**M1 wires**

Supply wires on this layer in grey.
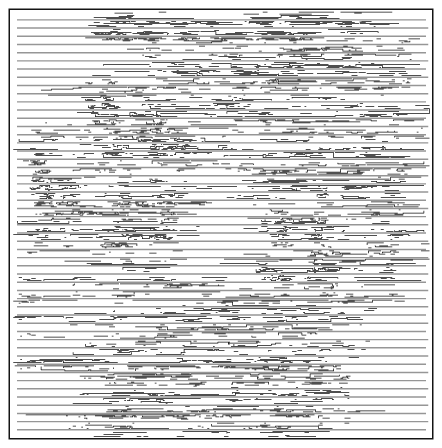
**M2 wires**

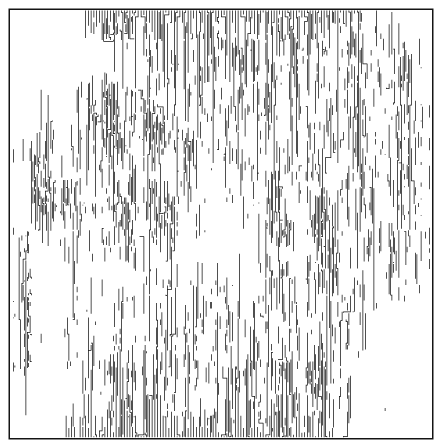
**M3 wires**

The bar under the picture is 50 um long. Cells faint in the background.
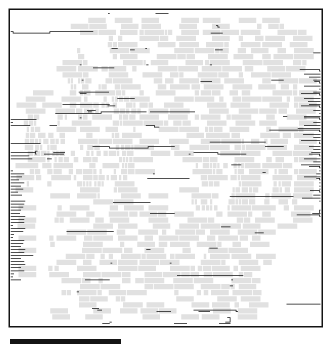
File: config.mk
export PLATFORM = sky130hd
export DESIGN_NAME = seg_display_arbiter
export DESIGN_NICKNAME = d
export VERILOG_FILES = /design/src/rtl/seg_arb_pkg.sv /design/src/rtl/seg_display_arbiter_scan.sv /design/src/rtl/seg_display_arbiter.sv
export SDC_FILE = /design/constraint.sdc
export NUM_CORES = 1
export LEC_CHECK = 0
export CORE_AREA = 2 2 138 140
export DETAILED_ROUTE_END_ITERATION = 8
export DIE_AREA = 0 0 140 142
export DONT_BUFFER_PORTS = 1
export PLACE_DENSITY = 0.68
export SLEW_MARGIN = 20
export SYNTH_ARGS = -nofsm -noshare
export SYNTH_HDL_FRONTEND = slang
export SYNTH_SLANG_ARGS = --single-unit
export TNS_END_PERCENT = 20
File: constraint.sdc
create_clock -name clk -period 2.8 [get_ports clk]
set_input_delay 0.28 -clock clk [delete_from_list [all_inputs] [get_ports clk]]
set_output_delay 0.28 -clock clk [all_outputs]
set_load 0.05 [all_outputs]
File: src/rtl/seg_arb_pkg.sv
// Shared types and glyph encodings for the seven-segment display arbiter.
// Glyph byte order MSB->LSB is a b c d e f g dp, active high.
package seg_arb_pkg;

    typedef enum logic [1:0] {
        ST_IDLE = 2'd0,
        ST_HOLD = 2'd1,
        ST_OPEN = 2'd2
    } arb_state_e;

    localparam int DIGITS  = 8;
    localparam int SEG_W   = 8;
    localparam int FRAME_W = DIGITS * SEG_W;

    localparam logic [SEG_W-1:0] CHAR_BLANK = 8'h00;
    localparam logic [SEG_W-1:0] CHAR_DASH  = 8'h02;
    localparam logic [SEG_W-1:0] CHAR_0     = 8'hFC;
    localparam logic [SEG_W-1:0] CHAR_1     = 8'h60;
    localparam logic [SEG_W-1:0] CHAR_2     = 8'hDA;
    localparam logic [SEG_W-1:0] CHAR_3     = 8'hF2;
    localparam logic [SEG_W-1:0] CHAR_4     = 8'h66;
    localparam logic [SEG_W-1:0] CHAR_5     = 8'hB6;
    localparam logic [SEG_W-1:0] CHAR_6     = 8'hBE;
    localparam logic [SEG_W-1:0] CHAR_7     = 8'hE0;
    localparam logic [SEG_W-1:0] CHAR_8     = 8'hFE;
    localparam logic [SEG_W-1:0] CHAR_9     = 8'hF6;
    localparam logic [SEG_W-1:0] CHAR_A     = 8'hEE;
    localparam logic [SEG_W-1:0] CHAR_B     = 8'h3E;
    localparam logic [SEG_W-1:0] CHAR_C     = 8'h9C;
    localparam logic [SEG_W-1:0] CHAR_D     = 8'h7A;
    localparam logic [SEG_W-1:0] CHAR_E     = 8'h9E;
    localparam logic [SEG_W-1:0] CHAR_F     = 8'h8E;
    localparam logic [SEG_W-1:0] CHAR_H     = 8'h6E;
    localparam logic [SEG_W-1:0] CHAR_L     = 8'h1C;
    localparam logic [SEG_W-1:0] CHAR_N     = 8'h2A;
    localparam logic [SEG_W-1:0] CHAR_O     = 8'h3A;
    localparam logic [SEG_W-1:0] CHAR_P     = 8'hCE;
    localparam logic [SEG_W-1:0] CHAR_R     = 8'h0A;
    localparam logic [SEG_W-1:0] CHAR_U     = 8'h7C;

    // Hex nibble to glyph, for requesters that show counters.
    function automatic logic [SEG_W-1:0] hex_glyph(input logic [3:0] value);
        logic [SEG_W-1:0] glyph;
        unique case (value)
            4'h0:    glyph = CHAR_0;
            4'h1:    glyph = CHAR_1;
            4'h2:    glyph = CHAR_2;
            4'h3:    glyph = CHAR_3;
            4'h4:    glyph = CHAR_4;
            4'h5:    glyph = CHAR_5;
            4'h6:    glyph = CHAR_6;
            4'h7:    glyph = CHAR_7;
            4'h8:    glyph = CHAR_8;
            4'h9:    glyph = CHAR_9;
            4'hA:    glyph = CHAR_A;
            4'hB:    glyph = CHAR_B;
            4'hC:    glyph = CHAR_C;
            4'hD:    glyph = CHAR_D;
            4'hE:    glyph = CHAR_E;
            default: glyph = CHAR_F;
        endcase
        return glyph;
    endfunction

endpackage

File: src/rtl/seg_display_arbiter_scan.sv
// Scan timer: SCAN_DIV-cycle slot divider plus digit-pair index 0..3.
// round_end_o is high in the last cycle of slot 3, i.e. the last cycle of a refresh round.
module seg_scan_timer #(
    parameter int SCAN_DIV = 100000
) (
    input  logic       clk,
    input  logic       rst_n,
    output logic [1:0] idx_o,
    output logic       round_end_o
);

    localparam int                DIV_W    = (SCAN_DIV > 1) ? $clog2(SCAN_DIV) : 1;
    localparam logic [DIV_W-1:0]  DIV_LAST = DIV_W'(SCAN_DIV - 1);

    logic [DIV_W-1:0] div_q, div_d;
    logic [1:0]       idx_q, idx_d;

    // NOTE: every variable gets a default at the top of the block so no path leaves it unassigned (no latch).
    always_comb begin
        div_d = div_q + 1'b1;
        idx_d = idx_q;
        if (div_q == DIV_LAST) begin
            div_d = '0;
            idx_d = idx_q + 1'b1;
        end
    end

    // NOTE: state registers use non-blocking assignments so all flops update together at the edge.
    always_ff @(posedge clk or negedge rst_n) begin
        if (!rst_n) begin
            div_q <= '0;
            idx_q <= '0;
        end else begin
            div_q <= div_d;
            idx_q <= idx_d;
        end
    end

    assign idx_o       = idx_q;
    assign round_end_o = (div_q == DIV_LAST) && (idx_q == 2'd3);

endmodule

File: src/rtl/seg_display_arbiter.sv
// Fixed-priority, hold-time arbiter sharing an 8-digit seven-segment display, with
// double-buffered tear-free frames. Optional blink support under `SEG_ARB_BLINK_EN.
module seg_display_arbiter
    import seg_arb_pkg::*;
#(
    parameter int NUM_REQ     = 4,
    parameter int SCAN_DIV    = 100000,
    parameter int HOLD_CYCLES = 50000000,
    parameter int BLINK_DIV   = 25000000
) (
    input  logic                       clk,
    input  logic                       rst_n,
    input  logic [NUM_REQ-1:0]         req,
    input  logic [FRAME_W*NUM_REQ-1:0] frame_flat,
    input  logic [NUM_REQ-1:0]         req_blink,
    output logic [NUM_REQ-1:0]         gnt,
    output logic                       frame_swap,
    output logic [SEG_W-1:0]           seg_out0,
    output logic [SEG_W-1:0]           seg_out1,
    output logic [DIGITS-1:0]          seg_an
);

    localparam int                IDX_W     = (NUM_REQ > 1) ? $clog2(NUM_REQ) : 1;
    localparam int                HOLD_W    = (HOLD_CYCLES > 1) ? $clog2(HOLD_CYCLES) : 1;
    localparam logic [HOLD_W-1:0] HOLD_INIT = HOLD_W'(HOLD_CYCLES - 1);

    arb_state_e          state_q, state_d;
    logic [IDX_W-1:0]    owner_q, owner_d;
    logic [HOLD_W-1:0]   hold_cnt_q, hold_cnt_d;
    logic [NUM_REQ-1:0]  gnt_q, gnt_d;
    logic [FRAME_W-1:0]  shadow_q, shadow_d;
    logic [FRAME_W-1:0]  active_q;
    logic                frame_swap_q;
    logic [SEG_W-1:0]    seg_out0_q, seg_out1_q;
    logic [DIGITS-1:0]   seg_an_q;

    logic                req_any;
    logic [IDX_W-1:0]    req_low;
    logic                rearb;
    logic [1:0]          scan_idx;
    logic                round_end;
    logic [3:0]          an4;
    logic                blank_force;

    seg_scan_timer #(
        .SCAN_DIV (SCAN_DIV)
    ) u_scan (
        .clk         (clk),
        .rst_n       (rst_n),
        .idx_o       (scan_idx),
        .round_end_o (round_end)
    );

    // Lowest set index wins; scanning downward leaves the lowest one as the last write.
    always_comb begin
        req_any = 1'b0;
        req_low = '0;
        for (int i = NUM_REQ - 1; i >= 0; i--) begin
            if (req[i]) begin
                req_any = 1'b1;
                req_low = IDX_W'(i);
            end
        end
    end

    always_comb begin
        state_d    = state_q;
        owner_d    = owner_q;
        hold_cnt_d = hold_cnt_q;
        rearb      = 1'b0;
        unique case (state_q)
            ST_IDLE: rearb = req_any;
            ST_HOLD: begin
                if (!req[owner_q]) begin
                    rearb = 1'b1;
                end else if (hold_cnt_q == '0) begin
                    state_d = ST_OPEN;
                end else begin
                    hold_cnt_d = hold_cnt_q - 1'b1;
                end
            end
            ST_OPEN: rearb = !req[owner_q] || (req_any && (req_low < owner_q));
            default: state_d = ST_IDLE;
        endcase
        // Owner drop and preemption share one path: pick the best remaining requester.
        if (rearb) begin
            if (req_any) begin
                state_d    = ST_HOLD;
                owner_d    = req_low;
                hold_cnt_d = HOLD_INIT;
            end else begin
                state_d = ST_IDLE;
            end
        end
    end

    always_comb begin
        gnt_d = '0;
        if (state_d != ST_IDLE) begin
            gnt_d[owner_d] = 1'b1;
        end
    end

    always_comb begin
        shadow_d = '0;
        if (state_q != ST_IDLE) begin
            shadow_d = frame_flat[FRAME_W*int'(owner_q) +: FRAME_W];
        end
    end

`ifdef SEG_ARB_BLINK_EN
    localparam int                 BLINK_W    = (BLINK_DIV > 1) ? $clog2(BLINK_DIV) : 1;
    localparam logic [BLINK_W-1:0] BLINK_LAST = BLINK_W'(BLINK_DIV - 1);

    logic [BLINK_W-1:0] blink_cnt_q, blink_cnt_d;
    logic               phase_q, phase_d;
    logic               shadow_blink_q, shadow_blink_d;
    logic               active_blink_q;

    always_comb begin
        blink_cnt_d    = blink_cnt_q + 1'b1;
        phase_d        = phase_q;
        shadow_blink_d = (state_q != ST_IDLE) && req_blink[owner_q];
        if (blink_cnt_q == BLINK_LAST) begin
            blink_cnt_d = '0;
            phase_d     = ~phase_q;
        end
    end

    always_ff @(posedge clk or negedge rst_n) begin
        if (!rst_n) begin
            blink_cnt_q    <= '0;
            phase_q        <= 1'b0;
            shadow_blink_q <= 1'b0;
            active_blink_q <= 1'b0;
        end else begin
            blink_cnt_q    <= blink_cnt_d;
            phase_q        <= phase_d;
            shadow_blink_q <= shadow_blink_d;
            if (round_end) begin
                active_blink_q <= shadow_blink_q;
            end
        end
    end

    assign blank_force = active_blink_q & phase_q;
`else
    logic unused_blink;
    assign unused_blink = ^req_blink ^ (BLINK_DIV > 0);
    assign blank_force  = 1'b0;
`endif

    // The same one-hot nibble lights digit idx in each group.
    assign an4 = 4'b0001 << scan_idx;

    always_ff @(posedge clk or negedge rst_n) begin
        if (!rst_n) begin
            state_q      <= ST_IDLE;
            owner_q      <= '0;
            hold_cnt_q   <= '0;
            gnt_q        <= '0;
            // NOTE: the frame buffers are wide but still reset, so the display is dark rather than random out of reset.
            shadow_q     <= '0;
            active_q     <= '0;
            frame_swap_q <= 1'b0;
            seg_an_q     <= '0;
            seg_out0_q   <= '0;
            seg_out1_q   <= '0;
        end else begin
            state_q      <= state_d;
            owner_q      <= owner_d;
            hold_cnt_q   <= hold_cnt_d;
            gnt_q        <= gnt_d;
            shadow_q     <= shadow_d;
            if (round_end) begin
                active_q <= shadow_q;
            end
            frame_swap_q <= round_end;
            seg_an_q     <= {an4, an4};
            seg_out0_q   <= blank_force ? '0 : active_q[SEG_W*int'(scan_idx) +: SEG_W];
            seg_out1_q   <= blank_force ? '0 : active_q[SEG_W*(int'(scan_idx) + 4) +: SEG_W];
        end
    end

    assign gnt        = gnt_q;
    assign frame_swap = frame_swap_q;
    assign seg_an     = seg_an_q;
    assign seg_out0   = seg_out0_q;
    assign seg_out1   = seg_out1_q;

endmodule

==> flow_summary.toml <==
# yosys + openroad results
[status]
status = "finished with violations"
violations = "DRC, hold timing"

[critical_path]
crit_top_cell = "or4_1"
worst-path-max-fanout = 14
critPathSlowestCell = "or4_1"
endpoint_kind = "flop"
worstReg2RegEnd = "hold_cnt_q[11]"
path_buffers = 0
r2r-start = "hold_cnt_q[4]"
cp_cell_sequence = "or4_1, or2_2, a31oi_4, nand2_2, or4_1, a21oi_1"
worstSetupPathType = "reg -> reg"
crit_required_ns = 3.21
path_delay_family = "simple AND/OR/NAND/NOR gates"
startpoint_type = "flop"
worstRegToRegCells = 6

[cts]
cts-resized-gates = 0
tritoncts = "done"
cts_buffers = 22
cts-root-buf = "clkbuf_16"
post_cts_buffers = 0
insertion_delay_ns = 0.50
htree_levels = 1
path_clk_slew_ns = 0.06
cts.path.max_buffers = 3

[logic_synthesis]
synth.distinct_cells = 54
ys_chip_area_mm2 = 0.009644
mux_share_pct = 26.50
edf_count = 0
adder_share_pct = 1.038
ys_ff = 202
netlist_area_mm2 = 0.009644
yosys_warnings = 0
ys_seq_share_pct = 52.41
synthCells = 670
top_logic_kind = "multiplexers"
xor_share_pct = 2.906
synth-cells-yosys = 670
aoi_share_pct = 2.686
async_reset_ff_share_pct = 100.0
simple_gate_share_pct = 11.47

[final_timing]
holdWs_ns = -0.5103
slew_headroom_pct = 42.35
max_freq_mhz = 387.5
drv_slew = 0
grt_setup_unrepaired = "no"
min_period_ns = 2.581
hold_viol = 202
tns_ns = 0
worstMarginPinSlew_ns = 0.8653
fin_crit_sh_pct = 92.17
setup_violations = 0
fin_skew_ns = 0.01449

[detailed_routing]
via_per_inst = 6.084
wl_met2_um = 9851
ant_nets = 0
wl_per_cell_um = 21.98
met3_length_um = 1016
drc = 12
routed_wl_um = 19940
drt-met1-wl_um = 8505

[cells_and_area]
drive_gt1_share_pct = 29.27
finalNetCount = 934
synthToLayoutAreaGrowth_pct = 9.185
fin_cells = 907
num_antenna_cells = 0
fin_util_pct = 57.06
combGateArea_mm2 = 0.004312
fillCellCount = 1456
seqCellArea_mm2 = 0.005060

[grt]
met3_usage_pct = 3.802
top_usage_layer = "met2"
overflow = 0
grt_max_degree = 203
grt_pass1_vias = 6003
grt_use_total_pct = 20.01

[placement]
dpl.hpwl_um = 14190
placed_cells = 870
gp_congestion = 0.8131

[job]
tool_warnings = 38
maxCapViolations = 0

[worst_hold_path]
hp-class = "in -> async"

[power_and_ir_drop]
leakage_uw = 0.004523
ir_drop_v = 0.001025
powerDensity_mw_per_mm2 = 816.3

[die]
die_w_um = 140
row_count = 50
fp_util_pct = 52.26
ios = 295
chipArea_mm2 = 0.01988
core_mm2 = 0.01846
About 'M1 wires':
share of all routed wire	43%
longest straight run	64.9 um
via total after detailed routing: 5518
met1 Use GR: 27.45%

About 'M2 wires':
share of all routed wire	49%
main direction	vertical
nets with wire on the layer	858
wire length on this layer	9850 um
longest straight run	51.2 um

About 'M3 wires':
main direction	horizontal
nets with wire on the layer	123
share of all routed wire	5.1%

## how the worst max path moves through the flow
stage                  start              to  slack [ns]  cells after the start
3_3_place_gp   hold_cnt_q[4]  hold_cnt_q[11]        0.34                      6
6_report       hold_cnt_q[4]  hold_cnt_q[11]        0.22                      6
3_5_place_dp   hold_cnt_q[4]  hold_cnt_q[11]        0.25                      6
4_1_cts        hold_cnt_q[4]  hold_cnt_q[11]        0.22                      6
2_1_floorplan  hold_cnt_q[9]  hold_cnt_q[25]        0.58                      6
5_1_grt        hold_cnt_q[4]  hold_cnt_q[11]        0.04                      6
## Yosys cell counts (5+ instances only)
| cell | number | area [um^2] |
|---|---|---|
| nand2_1 | 28 | 105.1 |
| mux2_1 | 10 | 112.6 |
| buf_6 | 6 | 67.56 |
| xnor2_1 | 14 | 122.6 |
| nor2b_1 | 71 | 444.2 |
| a21oi_1 | 6 | 30.03 |
| nand3_1 | 17 | 85.08 |
| buf_2 | 8 | 40.04 |
| o21ai_0 | 8 | 40.04 |
| nor4_1 | 5 | 31.28 |
| buf_4 | 7 | 52.55 |
| nand4_1 | 5 | 31.28 |
| mux4_2 | 81 | 1824 |
| buf_1 | 5 | 18.77 |
| dfrtp_1 | 202 | 5055 |
| ha_1 | 8 | 100.1 |
| xor2_1 | 18 | 157.7 |
| mux2_2 | 55 | 619.3 |
| inv_1 | 9 | 33.78 |
| nor2_1 | 26 | 97.59 |
| nor3_1 | 6 | 30.03 |
| clkbuf_1 | 20 | 75.07 |
## layout make-up
type	count	share of cell area [%]
Clock buffer	30	6.096
Multi-Input combinational cell	413	40.95
Timing Repair Buffer	12	0.9743
Inverter	9	0.3208
Clock inverter	7	0.8317
Sequential cell	202	48.05
Tap cell	234	2.780
## power by group
part	switching (uW)	leakage, uW	internal, uW
sequential	271	0.00259	3420
clock	1100	0.000360	1780
combinational	940	0.00157	1080
## sequential cells by signal, indices dropped and copies added, names as in the netlist
name,flops
active_q,64
frame_swap,1
gnt,4
hold_cnt_q,26
owner_q,2
seg_an,4
seg_out0,8
seg_out1,8
shadow_q,64
state_q,2
u_scan.div_q,17
u_scan.idx_o,2
## cell usage in the layout, fill, tap and decap left out, types with 4 or more instances in the layout
master	synthesis	routed
a211oi_1	4	4
a21oi_1	6	6
and4_1	4	4
buf_4	7	11
clkbuf_16	0	23
clkbuf_8	0	4
clkinv_2	0	4
dfrtp_1	202	200
ha_1	8	8
inv_1	9	9
mux2_1	10	10
mux2_2	55	55
mux4_2	81	81
nand2_1	28	27
nand3_1	17	17
nand4_1	5	5
nor2_1	26	25
nor2b_1	71	71
nor3_1	6	6
nor4_1	5	5
o21ai_0	8	8
o31ai_1	4	4
or4_1	4	4
xnor2_1	14	14
xor2_1	18	18
## metrics by stage
| step | setup slack [ns] | instance area [um^2] | total power (uW) |
|---|---|---|---|
| after floorplan | 0.5817 | 9644 | 5373 |
| after global placement | 0.3369 | 9801 | 5728 |
| after detailed placement | 0.2487 | 9801 | 5800 |
| after CTS | 0.2235 | 10530 | 8702 |
| after global routing | 0.04389 | 10530 | 9019 |
| final | 0.2193 | 10530 | 8596 |
Power is estimated from default activity; no workload was simulated.
